**Close-up of the layout**

Region (80, 42) to (110, 72) um. Cells in grey, sequential cells in the stronger grey; small squares are vias.
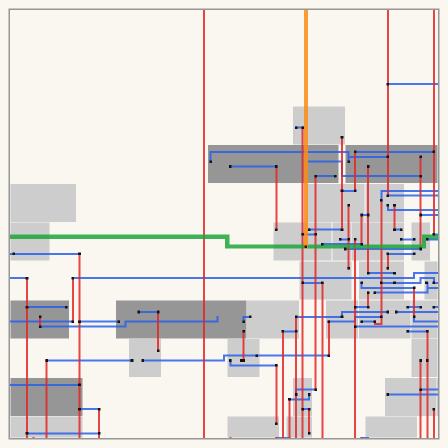
**Selected gate families**

Scale: 3 px per um.
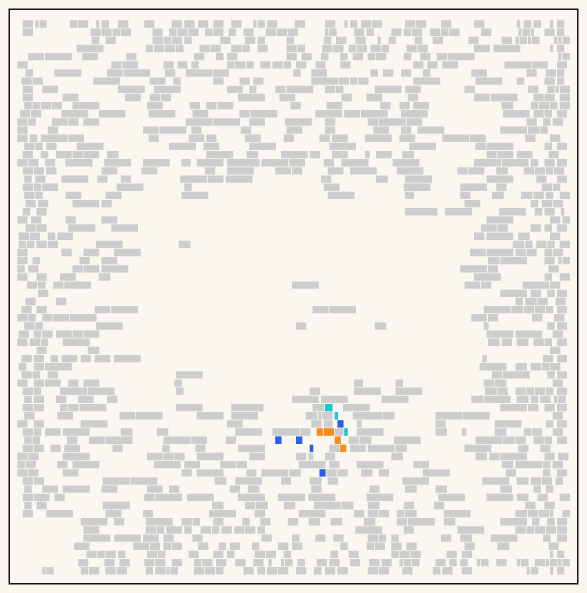
**Wiring heat map**

Scale: 2 px per um. 38 x 38 tiles, from white (low) to dark blue (high), scaled to the fullest tile. Values are wire area over tile area, all layers added.
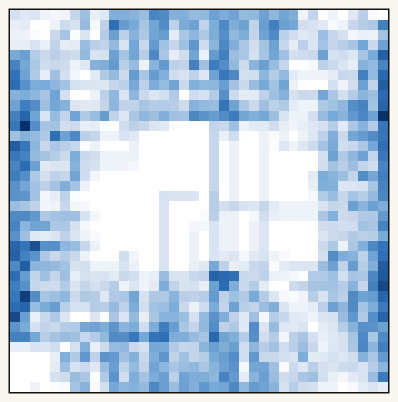
**Clock network drawn from the DEF**

Scale: 2 px per um.
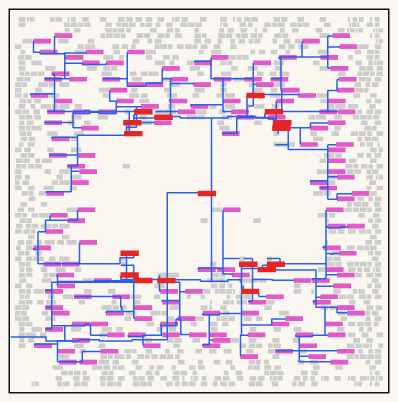
==> src/rtl/res_splitter_pkg.sv <==
// Shared types and constants for the residual-path splitter.
// Latency: n/a (declarations only).
// Backpressure: n/a.
`ifndef DFLT_CORE_AXI_DATA_WIDTH
`define DFLT_CORE_AXI_DATA_WIDTH 128
`endif

package res_pkg;
    typedef enum logic [1:0] {RS_IDLE, RS_RUN, RS_DRAIN} res_split_state_t;
    localparam logic RES_INSTR_FORK = 1'b1;
endpackage

==> src/rtl/res_splitter_if.sv <==
// AXI-stream beat bundle shared by the splitter source and both branches.
// Latency: n/a (wires only).
// Backpressure: tready driven by the slave side.
interface res_splitter_if #(
    parameter int W = 128
) ();
    logic           tvalid;
    logic           tready;
    logic [W-1:0]   tdata;
    logic [W/8-1:0] tkeep;
    logic           tlast;
    logic           tuser;

    modport master (output tvalid, tdata, tkeep, tlast, tuser, input tready);
    modport slave  (input tvalid, tdata, tkeep, tlast, tuser, output tready);
endinterface

==> src/rtl/res_splitter_bcast.sv <==
// One-entry broadcast register: a single held beat presented to two branches with own pend flags.
// Latency: 1 cycle from load to valid on both branches.
// Backpressure: a branch is free when empty or handshaking this cycle; load only when both free.
module res_bcast_reg #(
    parameter int W = 128
) (
    input  logic           clk,
    input  logic           rst,
    input  logic           ld_vld,
    input  logic           ld_res,
    input  logic [W-1:0]   ld_dat,
    input  logic [W/8-1:0] ld_keep,
    input  logic           ld_last,
    input  logic           ld_user,
    input  logic           main_rdy,
    input  logic           res_rdy,
    output logic           main_vld,
    output logic           res_vld,
    output logic           main_free,
    output logic           res_free,
    output logic [W-1:0]   q_dat,
    output logic [W/8-1:0] q_keep,
    output logic           q_last,
    output logic           q_user
);
    logic main_pend;
    logic res_pend;

    assign main_vld  = main_pend;
    assign res_vld   = res_pend;
    assign main_free = ~main_pend | main_rdy;
    assign res_free  = ~res_pend | res_rdy;

    always_ff @(posedge clk or posedge rst) begin
        if (rst) begin
            main_pend <= 1'b0;
            res_pend  <= 1'b0;
            q_dat     <= '0;
            q_keep    <= '0;
            q_last    <= 1'b0;
            q_user    <= 1'b0;
        end else if (ld_vld) begin
            main_pend <= 1'b1;
            res_pend  <= ld_res;
            q_dat     <= ld_dat;
            q_keep    <= ld_keep;
            q_last    <= ld_last;
            q_user    <= ld_user;
        end else begin
            // Branches drain independently; each clears only on its own handshake.
            if (main_pend && main_rdy) main_pend <= 1'b0;
            if (res_pend && res_rdy)   res_pend  <= 1'b0;
        end
    end
endmodule

==> src/rtl/res_splitter.sv <==
// Forks a layer's activation stream to the main path and optionally a residual copy; RES_SPLITTER_STATUS_EN adds status counters.
// Latency: 1 cycle src->branches; 1 beat/cycle when both branches ready.
// Backpressure: src stalls until every pending branch has taken the held beat; instr accepted only in IDLE.
module res_splitter
    import res_pkg::*;
#(
    parameter int AXI_DATA_WIDTH = `DFLT_CORE_AXI_DATA_WIDTH,
    parameter int CNT_WIDTH      = 16
) (
    input  logic                clk,
    input  logic                rst,
    output logic [31:0]         status,
    output logic                s_axis_split_instr_tready,
    input  logic                s_axis_split_instr_tvalid,
    input  logic                s_axis_split_instr_tdata,
    res_splitter_if.slave       s_axis_src,
    res_splitter_if.master      m_axis_main,
    res_splitter_if.master      m_axis_res
);
    res_split_state_t state, state_nxt;
    logic res_en;
    logic main_free, res_free;
    logic src_hs, instr_hs, layer_done;

    assign instr_hs = s_axis_split_instr_tvalid & s_axis_split_instr_tready;
    assign src_hs   = s_axis_src.tvalid & s_axis_src.tready;

    always_ff @(posedge clk or posedge rst) begin
        if (rst) begin
            state  <= RS_IDLE;
            res_en <= 1'b0;
        end else begin
            state <= state_nxt;
            if (instr_hs) res_en <= (s_axis_split_instr_tdata == RES_INSTR_FORK);
        end
    end

    always_comb begin
        state_nxt                 = state;
        layer_done                = 1'b0;
        s_axis_split_instr_tready = (state == RS_IDLE);
        s_axis_src.tready         = (state == RS_RUN) & main_free & res_free;
        case (state)
            RS_IDLE:  if (s_axis_split_instr_tvalid) state_nxt = RS_RUN;
            RS_RUN:   if (src_hs && s_axis_src.tlast && s_axis_src.tuser) state_nxt = RS_DRAIN;
            // No loads happen in DRAIN, so "free" means the flag is clear after this edge.
            RS_DRAIN: if (main_free && res_free) begin
                state_nxt  = RS_IDLE;
                layer_done = 1'b1;
            end
            default:  state_nxt = RS_IDLE;
        endcase
    end

    res_bcast_reg #(.W(AXI_DATA_WIDTH)) u_bcast (
        .clk       (clk),
        .rst       (rst),
        .ld_vld    (src_hs),
        .ld_res    (res_en),
        .ld_dat    (s_axis_src.tdata),
        .ld_keep   (s_axis_src.tkeep),
        .ld_last   (s_axis_src.tlast),
        .ld_user   (s_axis_src.tuser),
        .main_rdy  (m_axis_main.tready),
        .res_rdy   (m_axis_res.tready),
        .main_vld  (m_axis_main.tvalid),
        .res_vld   (m_axis_res.tvalid),
        .main_free (main_free),
        .res_free  (res_free),
        .q_dat     (m_axis_main.tdata),
        .q_keep    (m_axis_main.tkeep),
        .q_last    (m_axis_main.tlast),
        .q_user    (m_axis_main.tuser)
    );

    assign m_axis_res.tdata = m_axis_main.tdata;
    assign m_axis_res.tkeep = m_axis_main.tkeep;
    assign m_axis_res.tlast = m_axis_main.tlast;
    assign m_axis_res.tuser = 1'b0;

`ifdef RES_SPLITTER_STATUS_EN
    logic [CNT_WIDTH-1:0] instr_cnt, layer_cnt;

    always_ff @(posedge clk or posedge rst) begin
        if (rst) begin
            instr_cnt <= '0;
            layer_cnt <= '0;
        end else begin
            if (instr_hs)   instr_cnt <= instr_cnt + 1'b1;
            if (layer_done) layer_cnt <= layer_cnt + 1'b1;
        end
    end

    assign status = {layer_cnt, instr_cnt};
`else
    logic unused_done;
    assign unused_done = layer_done;
    assign status      = 32'h0;
`endif
endmodule

==> src/flat_wrapper.sv <==
// flat-port wrapper written by rule: the top's interface ports become plain ports
module res_splitter_flat import res_pkg::*;
#(
    parameter int AXI_DATA_WIDTH = `DFLT_CORE_AXI_DATA_WIDTH,
    parameter int CNT_WIDTH      = 16
)
  (clk, rst, status, s_axis_split_instr_tready, s_axis_split_instr_tvalid, s_axis_split_instr_tdata, s_axis_src_tvalid, s_axis_src_tdata, s_axis_src_tkeep, s_axis_src_tlast, s_axis_src_tuser, s_axis_src_tready, m_axis_main_tvalid, m_axis_main_tdata, m_axis_main_tkeep, m_axis_main_tlast, m_axis_main_tuser, m_axis_main_tready, m_axis_res_tvalid, m_axis_res_tdata, m_axis_res_tkeep, m_axis_res_tlast, m_axis_res_tuser, m_axis_res_tready);
  res_splitter_if #(.W((128))) s_axis_src_i ();
  res_splitter_if #(.W((128))) m_axis_main_i ();
  res_splitter_if #(.W((128))) m_axis_res_i ();
  input  logic clk;
  input  logic rst;
  output logic [31:0] status;
  output logic s_axis_split_instr_tready;
  input  logic s_axis_split_instr_tvalid;
  input  logic s_axis_split_instr_tdata;
  input wire logic [$bits(s_axis_src_i.tvalid)-1:0] s_axis_src_tvalid;
  input wire logic [$bits(s_axis_src_i.tdata)-1:0] s_axis_src_tdata;
  input wire logic [$bits(s_axis_src_i.tkeep)-1:0] s_axis_src_tkeep;
  input wire logic [$bits(s_axis_src_i.tlast)-1:0] s_axis_src_tlast;
  input wire logic [$bits(s_axis_src_i.tuser)-1:0] s_axis_src_tuser;
  output wire logic [$bits(s_axis_src_i.tready)-1:0] s_axis_src_tready;
  output wire logic [$bits(m_axis_main_i.tvalid)-1:0] m_axis_main_tvalid;
  output wire logic [$bits(m_axis_main_i.tdata)-1:0] m_axis_main_tdata;
  output wire logic [$bits(m_axis_main_i.tkeep)-1:0] m_axis_main_tkeep;
  output wire logic [$bits(m_axis_main_i.tlast)-1:0] m_axis_main_tlast;
  output wire logic [$bits(m_axis_main_i.tuser)-1:0] m_axis_main_tuser;
  input wire logic [$bits(m_axis_main_i.tready)-1:0] m_axis_main_tready;
  output wire logic [$bits(m_axis_res_i.tvalid)-1:0] m_axis_res_tvalid;
  output wire logic [$bits(m_axis_res_i.tdata)-1:0] m_axis_res_tdata;
  output wire logic [$bits(m_axis_res_i.tkeep)-1:0] m_axis_res_tkeep;
  output wire logic [$bits(m_axis_res_i.tlast)-1:0] m_axis_res_tlast;
  output wire logic [$bits(m_axis_res_i.tuser)-1:0] m_axis_res_tuser;
  input wire logic [$bits(m_axis_res_i.tready)-1:0] m_axis_res_tready;
  assign s_axis_src_i.tvalid = s_axis_src_tvalid;
  assign s_axis_src_i.tdata = s_axis_src_tdata;
  assign s_axis_src_i.tkeep = s_axis_src_tkeep;
  assign s_axis_src_i.tlast = s_axis_src_tlast;
  assign s_axis_src_i.tuser = s_axis_src_tuser;
  assign s_axis_src_tready = s_axis_src_i.tready;
  assign m_axis_main_tvalid = m_axis_main_i.tvalid;
  assign m_axis_main_tdata = m_axis_main_i.tdata;
  assign m_axis_main_tkeep = m_axis_main_i.tkeep;
  assign m_axis_main_tlast = m_axis_main_i.tlast;
  assign m_axis_main_tuser = m_axis_main_i.tuser;
  assign m_axis_main_i.tready = m_axis_main_tready;
  assign m_axis_res_tvalid = m_axis_res_i.tvalid;
  assign m_axis_res_tdata = m_axis_res_i.tdata;
  assign m_axis_res_tkeep = m_axis_res_i.tkeep;
  assign m_axis_res_tlast = m_axis_res_i.tlast;
  assign m_axis_res_tuser = m_axis_res_i.tuser;
  assign m_axis_res_i.tready = m_axis_res_tready;
  res_splitter #(.AXI_DATA_WIDTH(AXI_DATA_WIDTH), .CNT_WIDTH(CNT_WIDTH)) u_core (.clk(clk), .rst(rst), .status(status), .s_axis_split_instr_tready(s_axis_split_instr_tready), .s_axis_split_instr_tvalid(s_axis_split_instr_tvalid), .s_axis_split_instr_tdata(s_axis_split_instr_tdata), .s_axis_src(s_axis_src_i), .m_axis_main(m_axis_main_i), .m_axis_res(m_axis_res_i));
endmodule
==> config.mk <==
export PLATFORM = sky130hd
export DESIGN_NAME = res_splitter_flat
export DESIGN_NICKNAME = d
export VERILOG_FILES = /design/src/rtl/res_splitter_pkg.sv /design/src/rtl/res_splitter_if.sv /design/src/rtl/res_splitter_bcast.sv /design/src/rtl/res_splitter.sv /design/src/flat_wrapper.sv
export SDC_FILE = /design/constraint.sdc
export NUM_CORES = 1
export LEC_CHECK = 0
export CORE_AREA = 2 2 187 189
export CTS_CLUSTER_DIAMETER = 50
export DETAILED_ROUTE_END_ITERATION = 7
export DIE_AREA = 0 0 189 191
export GPL_TIMING_DRIVEN = 0
export PLACE_DENSITY_LB_ADDON = 0.15
export SETUP_SLACK_MARGIN = 0.1
export SYNTH_ARGS = -nofsm -noshare
export SYNTH_HDL_FRONTEND = slang
export SYNTH_HIERARCHICAL = 1
export SYNTH_SLANG_ARGS = --single-unit
==> constraint.sdc <==
create_clock -name clk -period 9.9 [get_ports clk]
set_input_delay 2.475 -clock clk [delete_from_list [all_inputs] [get_ports clk]]
set_output_delay 2.475 -clock clk [all_outputs]
set_load 0.03 [all_outputs]
==> flow.log <==
[flow] summary of implementation run
[metrics] clock tree from TritonCTS: yes
[metrics] Final period util: 65.6%
[metrics] proportion of netlist area held by the largest area contributor: 50.9%
[metrics] most frequently placed logic cell in the final layout: sky130_fd_sc_hd__clkdlybuf4s50_1
[metrics] floorplan utilization: between 20% and 30%
[metrics] cell type with the largest total area: sky130_fd_sc_hd__dfrtp_1
[metrics] DR vias/cell: 3.52
[metrics] net switching fraction of the power: approximately 43%
[metrics] cell class contributing the biggest share of worst-path delay: buffers and inverters
[metrics] Maximum Capacitance Violations: 0
[metrics] Signal buf overhead: between 40% and 50%
[metrics] Gate Count Post-Synth: roughly 510
[metrics] number of sequential cells in the layout: 151
[metrics] standard-cell row count: approximately 68
[metrics] area figure in the yosys stat output: 0.00743 mm^2
[metrics] Synth warnings: 6
[metrics] area fraction in full adders, half adders and majority gates: 0%
[metrics] Setup WS pre-CTS: 3410 ps
[metrics] total I/O pin count: between 400 and 500
[metrics] CP most frequent cell: sky130_fd_sc_hd__clkdlybuf4s50_1
[metrics] Tapcell Cnt: roughly 460
[metrics] Slowest Stage Delay on Critical Path: ~720 ps
[metrics] launching element type of the critical path: input port
[metrics] number of cell instances after yosys synthesis: 511
[metrics] sum of net half-perimeters after detailed placement: ~17,000 um
[metrics] total gr overflow: 0
[metrics] total tool warning count: 26
[metrics] Compound-Gate Fraction of Synth Area: 0.303%
[metrics] post-synthesis cell type count: 19
[metrics] Min-Delay Endpoint: u_core/u_bcast/res_vld$_DFFE_PP0P_
[metrics] busiest grt layer: met2
[metrics] Final Skew: 13.4 ps
[metrics] first-pass GRT wire length: 33,200 um
[metrics] antenna violations before repair: 0
[metrics] biggest registers after layout: u_core/u_bcast/q_dat: 128 flops, u_core/u_bcast/q_keep: 16 flops, u_core/state: 2 flops
[metrics] Placeable Area: 0.0341 mm^2
[metrics] number of buffers created by CTS: 17
[metrics] dominant class by area: non-clock buffers
[metrics] run status: completed
[metrics] final hold vios: 0
[metrics] final period demand of the worst path: roughly 6500 ps
[metrics] Cell Int Power: about 3.2 mW
[metrics] Chip Height: between 150 and 200 um
[metrics] Dominant Register Cell: sky130_fd_sc_hd__dfrtp_1
[metrics] area enclosed by the die boundary: roughly 0.036 mm^2
[metrics] layout buffer count excluding clock buffers: 643
[metrics] netlist area before placement: 0.00743 mm^2
[metrics] number of register bits inferred by synthesis: ~150
[metrics] layout clock buffer count: 17
[metrics] CP max-delay cell: sky130_fd_sc_hd__clkdlybuf4s50_1
[metrics] launch point of the worst hold path: u_core/res_en$_DFFE_PP0P_
[metrics] largest fanout of any net on the critical path: 3
Back to the opening pictures, 'close-up of the layout':
red -> met2
orange -> met4
green -> met3
blue -> met1
most frequent = clkdlybuf4s50_1 (7), dfrtp_1 (4)
sequential cells in the window = 4
cells with their middle in the window = 26

Back to the opening pictures, 'selected gate families':
orange -> AND and OR gates  # cells 4, where bottom middle
cyan -> NOR gates  # cells 3
blue -> NAND gates  # cells 5, where bottom middle

Back to the opening pictures, 'wiring heat map':
emptiest ninth of the die = middle
fullest tile = 0.35
tiles over half the peak = 18%
nearly empty tiles = 16%
mean over tiles = 0.098

Back to the opening pictures, 'clock network drawn from the DEF':
magenta -> flip-flops  # count 151
red -> cells driving clock nets  # count 17
blue -> clock wires  # length 2,430 um
flops lie = all over the die

## power by group through the flow
stage          logic (mW)  registers [mW]  clock network, mW
4_1_cts              3.66            1.25              0.689
6_report             3.62            1.23              0.661
3_5_place_dp         3.65            1.25                  0
2_1_floorplan        1.65            1.78                  0
3_3_place_gp         3.64            1.25                  0
5_1_grt              3.77            1.29              0.719
## stage by stage
stage	area, um^2	hold WS, ps	total power [mW]	utilization (%)
2_1_floorplan	7550	446	3.42	-
3_3_place_gp	12600	488	4.90	36.9
3_5_place_dp	12600	490	4.90	37.0
4_1_cts	13200	506	5.59	38.7
5_1_grt	13200	509	5.78	38.7
6_report	13200	496	5.51	38.7
## tightest hold or removal path, delay by kind of cell (launching register included)
kind,cells,cell delay (ps)
DFF,1,350
AOI/OAI and AO/OA,1,60
and+or+nand+nor,1,50
## metal layers
metal	wire [um]	part of all wire, %
met1	8990	40
met2	11500	51
met3	1710	7.7
met4	155	0.69
met5	0	0
## logic make-up (layout without fill, tap and decap cells)
family,after synthesis,count (layout)
other,1,33
muxes,147,147
AOI/OAI and AO/OA,3,3
and+or+nand+nor,12,12
DFF,151,151
buffers and inverters,197,674
## worst max-delay path by stage
stage / from / end / depth (start not counted)
3_5_place_dp: m_axis_res_tready / s_axis_src_tready / 4
3_3_place_gp: rst / u_core/u_bcast/q_dat[91]$_DFFE_PP0P_ / 2
5_1_grt: m_axis_main_tready / s_axis_src_tready / 4
6_report: m_axis_res_tready / s_axis_src_tready / 4
4_1_cts: m_axis_main_tready / s_axis_src_tready / 4
2_1_floorplan: rst / u_core/u_bcast/main_vld$_DFFE_PP0P_ / 1
Power figures rest on the tool's default switching activity, not on a simulated workload.
